Fig. 1: clock distribution
Bar = 200 um.
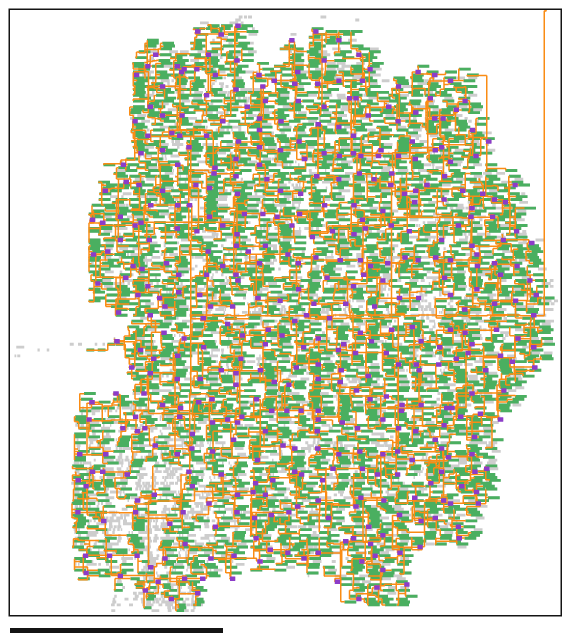
Fig. 2: cells colored by class
Bar = 200 um.
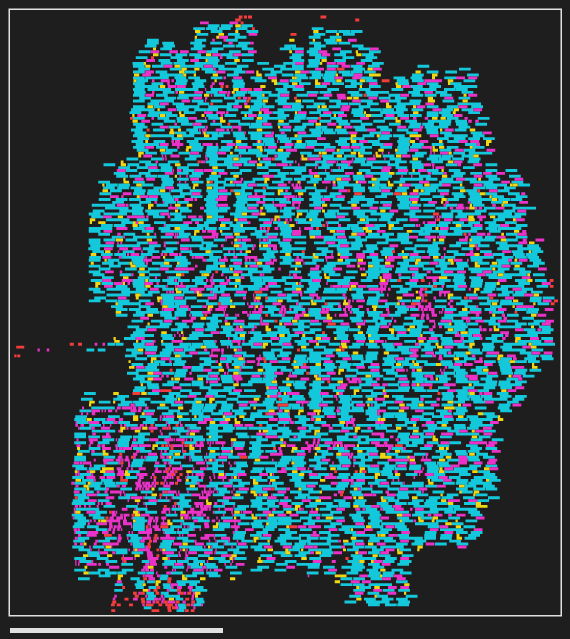
Fig. 3: supply network
Pins as bars on the die edge. Tap cells in gray.
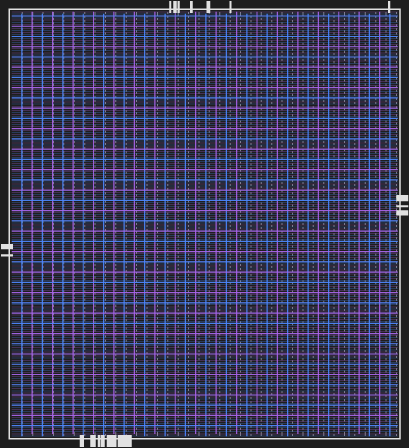
==> config.mk <==
export PLATFORM = sky130hd
export DESIGN_NAME = img_template_capture
export DESIGN_NICKNAME = d
export VERILOG_FILES = /design/src/rtl/img_template_pkg.sv /design/src/rtl/template_ram.sv /design/src/rtl/img_template_capture.sv
export SDC_FILE = /design/constraint.sdc
export NUM_CORES = 2
export LEC_CHECK = 0
export ABC_CLOCK_PERIOD_IN_PS = 20400
export CORE_ASPECT_RATIO = 1.1
export CORE_MARGIN = 2
export CORE_UTILIZATION = 39
export CTS_BUF_LIST = sky130_fd_sc_hd__clkbuf_4 sky130_fd_sc_hd__clkbuf_8
export DETAILED_ROUTE_END_ITERATION = 10
export HOLD_SLACK_MARGIN = 0.1
export PLACE_DENSITY = 0.61
export SLEW_MARGIN = 20
export SYNTH_ARGS = -nofsm -noshare
export SYNTH_HDL_FRONTEND = slang
export SYNTH_SLANG_ARGS = --single-unit
export TNS_END_PERCENT = 1
==> constraint.sdc <==
create_clock -name iCLK -period 20.4 [get_ports iCLK]
set_input_delay 3.06 -clock iCLK [delete_from_list [all_inputs] [get_ports iCLK]]
set_output_delay 3.06 -clock iCLK [all_outputs]
set_load 0.01 [all_outputs]
==> results.toml <==
# generated from flow reports
[run_status]
status = "completed"

[setup_path]
worstPathArrival_ns = 8.25
cp_top_family = "buffers and inverters"
cpMostUsedCell = "buf_4"
cp_slowest_cell = "buf_4"
reg2reg_depth = 17
endpoint_kind = "flip-flop"
start_kind = "flip-flop"
cp_max_fo = 92
crit_type = "flip-flop to flip-flop"
required_ns = 21.03
crit_cells = 17
reg2reg_slack_ns = 12.78
path_cells = "buf_4 > nor4_4 > nand4_2 > or3_1 > and2_1 > ha_1 > inv_1 > fa_1 > nor2b_1 > o2111ai_1 > nand3_1 > a41oi_1 > xor2_1 > buf_4 > inv_8 > buf_4 > buf_4"
path_buffers = 6
max_stage_delay_ns = 0.86

[clocking]
cts_hold_buf = 0
post_cts_buffers = 0
htree_levels = 5
path_clk_slew_ns = 0.06
clock_path_buffers = 4
cts_tree = "yes"
clockRootBuffer = "clkbuf_8"
clock-sinks = 2901
cts-resized-gates = 0
numCtsBuffers = 442

[route]
post_drt_via_cell_ratio = 5.62
first_iter_violations = 6045
drc_errors = 0
wl_mm = 288
ant_nets = 0
post_drt_wl_per_cell_um = 29.2
dr.pass1.iters = 6
vias = 55500

[run]
drv_cap = 0
warnings = 51

[power]
swShare_pct = 23.1
powerDensity_mw_per_mm2 = 96.5
peakVddDrop_mv = 0.0535
leakagePower_nw = 39.4
report.power.total_mw = 12.2
seq_power_share_pct = 55.6
p_switching_mw = 2.83
intPower_mw = 9.41
combPwrFrac_pct = 6.7

[finish]
nNetsFinal = 5699
drive_above_1_share_pct = 28.5
fillers = 24600
comb_area_mm2 = 0.0251
area_growth_pct = 12.3
flop_area_mm2 = 0.0866
largest_reg_flops = 2560

[logic_synthesis]
synth.top_cell.area_share_pct = 75.7
yosysTopAreaCell = "edfxtp_1"
synth-edff-count = 2848
common_cells = "edfxtp_1, mux4_2, nor2_1, clkbuf_1, o22ai_1"
ys_cells = 5334
syn_area_mm2 = 0.113
ys_seq_share_pct = 76.7
flop_cell = "edfxtp_1"
yosys-top-cells-area = "edfxtp_1, mux4_2, nor2_1, dfxtp_1, mux2i_1"
syn_area_per_cell_um2 = 21.2
synth_warnings = 0
synth_async_sr_flop_share_pct = 0
post-synth-top-count-cell = "edfxtp_1"
ys_chip_area_mm2 = 0.113
synth_flops = 2901
yosys.cell_types.count = 66
synthCells = 5334
syn_nets = 5393

[floorplanning]
fp_util_pct = 39.1
ios = 62
die_area_mm2 = 0.294

[timing]
max_freq_mhz = 131
worst_hold_slack_ns = 0.478
rsz0062_at_grt = "false"
slew_viol_final = 0
fin_setup_tns_ns = 0
worst_pin_slew_ns = 1.26
min_period_over_period_pct = 37.4
finalHoldViolCount = 0
relSlewSlack_pct = 16.3
setup_viol = 0
post-route-min-period_ns = 7.62

[hold_path]
hold_class = "flip-flop to flip-flop"
worstHoldPathCells = 2

[placement]
hpwl_mm = 168
place_congestion = 0.830
io_buffers = 61

[global_routing]
antenna_found_initial = 13
grt_first_pass_wirelength_mm = 414
first_global_vias = 57200
grt_max_degree = 255
gr-total-overflow = 0
track_usage_pct = 19.4
About Fig. 1:
[flip-flops] green | count: 2901
[clock wires] orange | length: 34.7 mm
[clock-net drivers] purple | count: 442
routed clock nets: 443
share of total power in the clock network: 37.7%
P_clk: 4.62 mW
Late-Pin Clk Latency: 1.05 ns
clk_skew: 0.0839 ns

About Fig. 2:
| class | color | cells | share of their area |
|---|---|---|---|
| remaining buffers and delay cells | red | 192 | 1.5% |
| clock drivers and dummy loads | yellow | 794 | 6.9% |
| registers | cyan | 2901 | 71% |
| remaining logic cells | magenta | 2103 | 21% |
post-layout util: 44.0%
Site Rows: 207
Seq/total area: 68.3%
area of the core: 0.289 mm^2

About Fig. 3:
| net | color |
|---|---|
| VSS | blue |
| VDD | purple |
signal pins: 62
met5 straps: 41
tap cells: 3866
die span in x: 517 um
Die Y: 568 um

-- power groups by stage --
| stage | sequential (mW) | combinational [mW] | clock (mW) |
|---|---|---|---|
| floorplan | 7.00 | 0.471 | 0 |
| finish | 6.80 | 0.821 | 4.62 |
| global placement | 6.92 | 0.804 | 0 |
| detailed placement | 6.92 | 0.828 | 0 |
| CTS | 6.80 | 0.829 | 4.70 |
| global route | 6.80 | 0.876 | 4.95 |
-- routing by layer --
layer	vias to the layer above	GRT usage (%)	part of all wire (%)
met4	6	6.75	3.2
met5	-	0	0.013
li1	22900	-	-
met2	2245	32.6	51
met1	29800	25.6	39
met3	488	3.25	6.7
-- cell usage in the layout (no fill, tap or decap), drive strengths merged, types with 23 or more instances in the layout --
cell type,count
nand2,89
a22oi,30
edfxtp,2848
o22ai,95
dfxtp,53
and3,35
a22o,38
nor4,23
clkdlybuf4s50,56
a21oi,93
o21ai,27
and2,49
buf,135
nand3,33
clkbuf,596
clkinv,177
mux4,770
mux2i,77
a221oi,37
nor3,35
nor2,506
-- logic make-up after synthesis --
kind of cell	after synthesis	synth area share, %
muxes	852	16.1
AOI/OAI and AO/OA	351	2.15
DFF	2901	76.7
adders and majority gates	11	0.129
and+or+nand+nor	868	3.52
xor gates and xnor gates	8	0.0621
buffers and inverters	343	1.33
-- layout make-up --
| type | count | share of cell area (%) |
|---|---|---|
| Antenna cell | 9 | 0.0178 |
| Clock buffer | 595 | 5.75 |
| Clock inverter | 199 | 0.856 |
| Inverter | 13 | 0.0503 |
| Multi-Input combinational cell | 2090 | 19.8 |
| Sequential cell | 2901 | 68.3 |
| Tap cell | 3866 | 3.81 |
| Timing Repair Buffer | 192 | 1.41 |
-- worst min-delay path: cells and delay by family, from the launching register on --
kind | cells | cell delay, ns
flops | 1 | 0.31
compound gates | 2 | 0.12
-- metrics by stage --
step                      instances  worst slack [ns]  instance area (um^2)
after global placement         9059             12.06                118000
final                          9865             12.78                127000
after detailed placement       9059             12.07                118000
after global routing           9858             12.28                127000
after floorplan                5334              7.64                113000
after CTS                      9853             12.78                127000
No activity file was given, so power comes from the tool's default toggle rates.
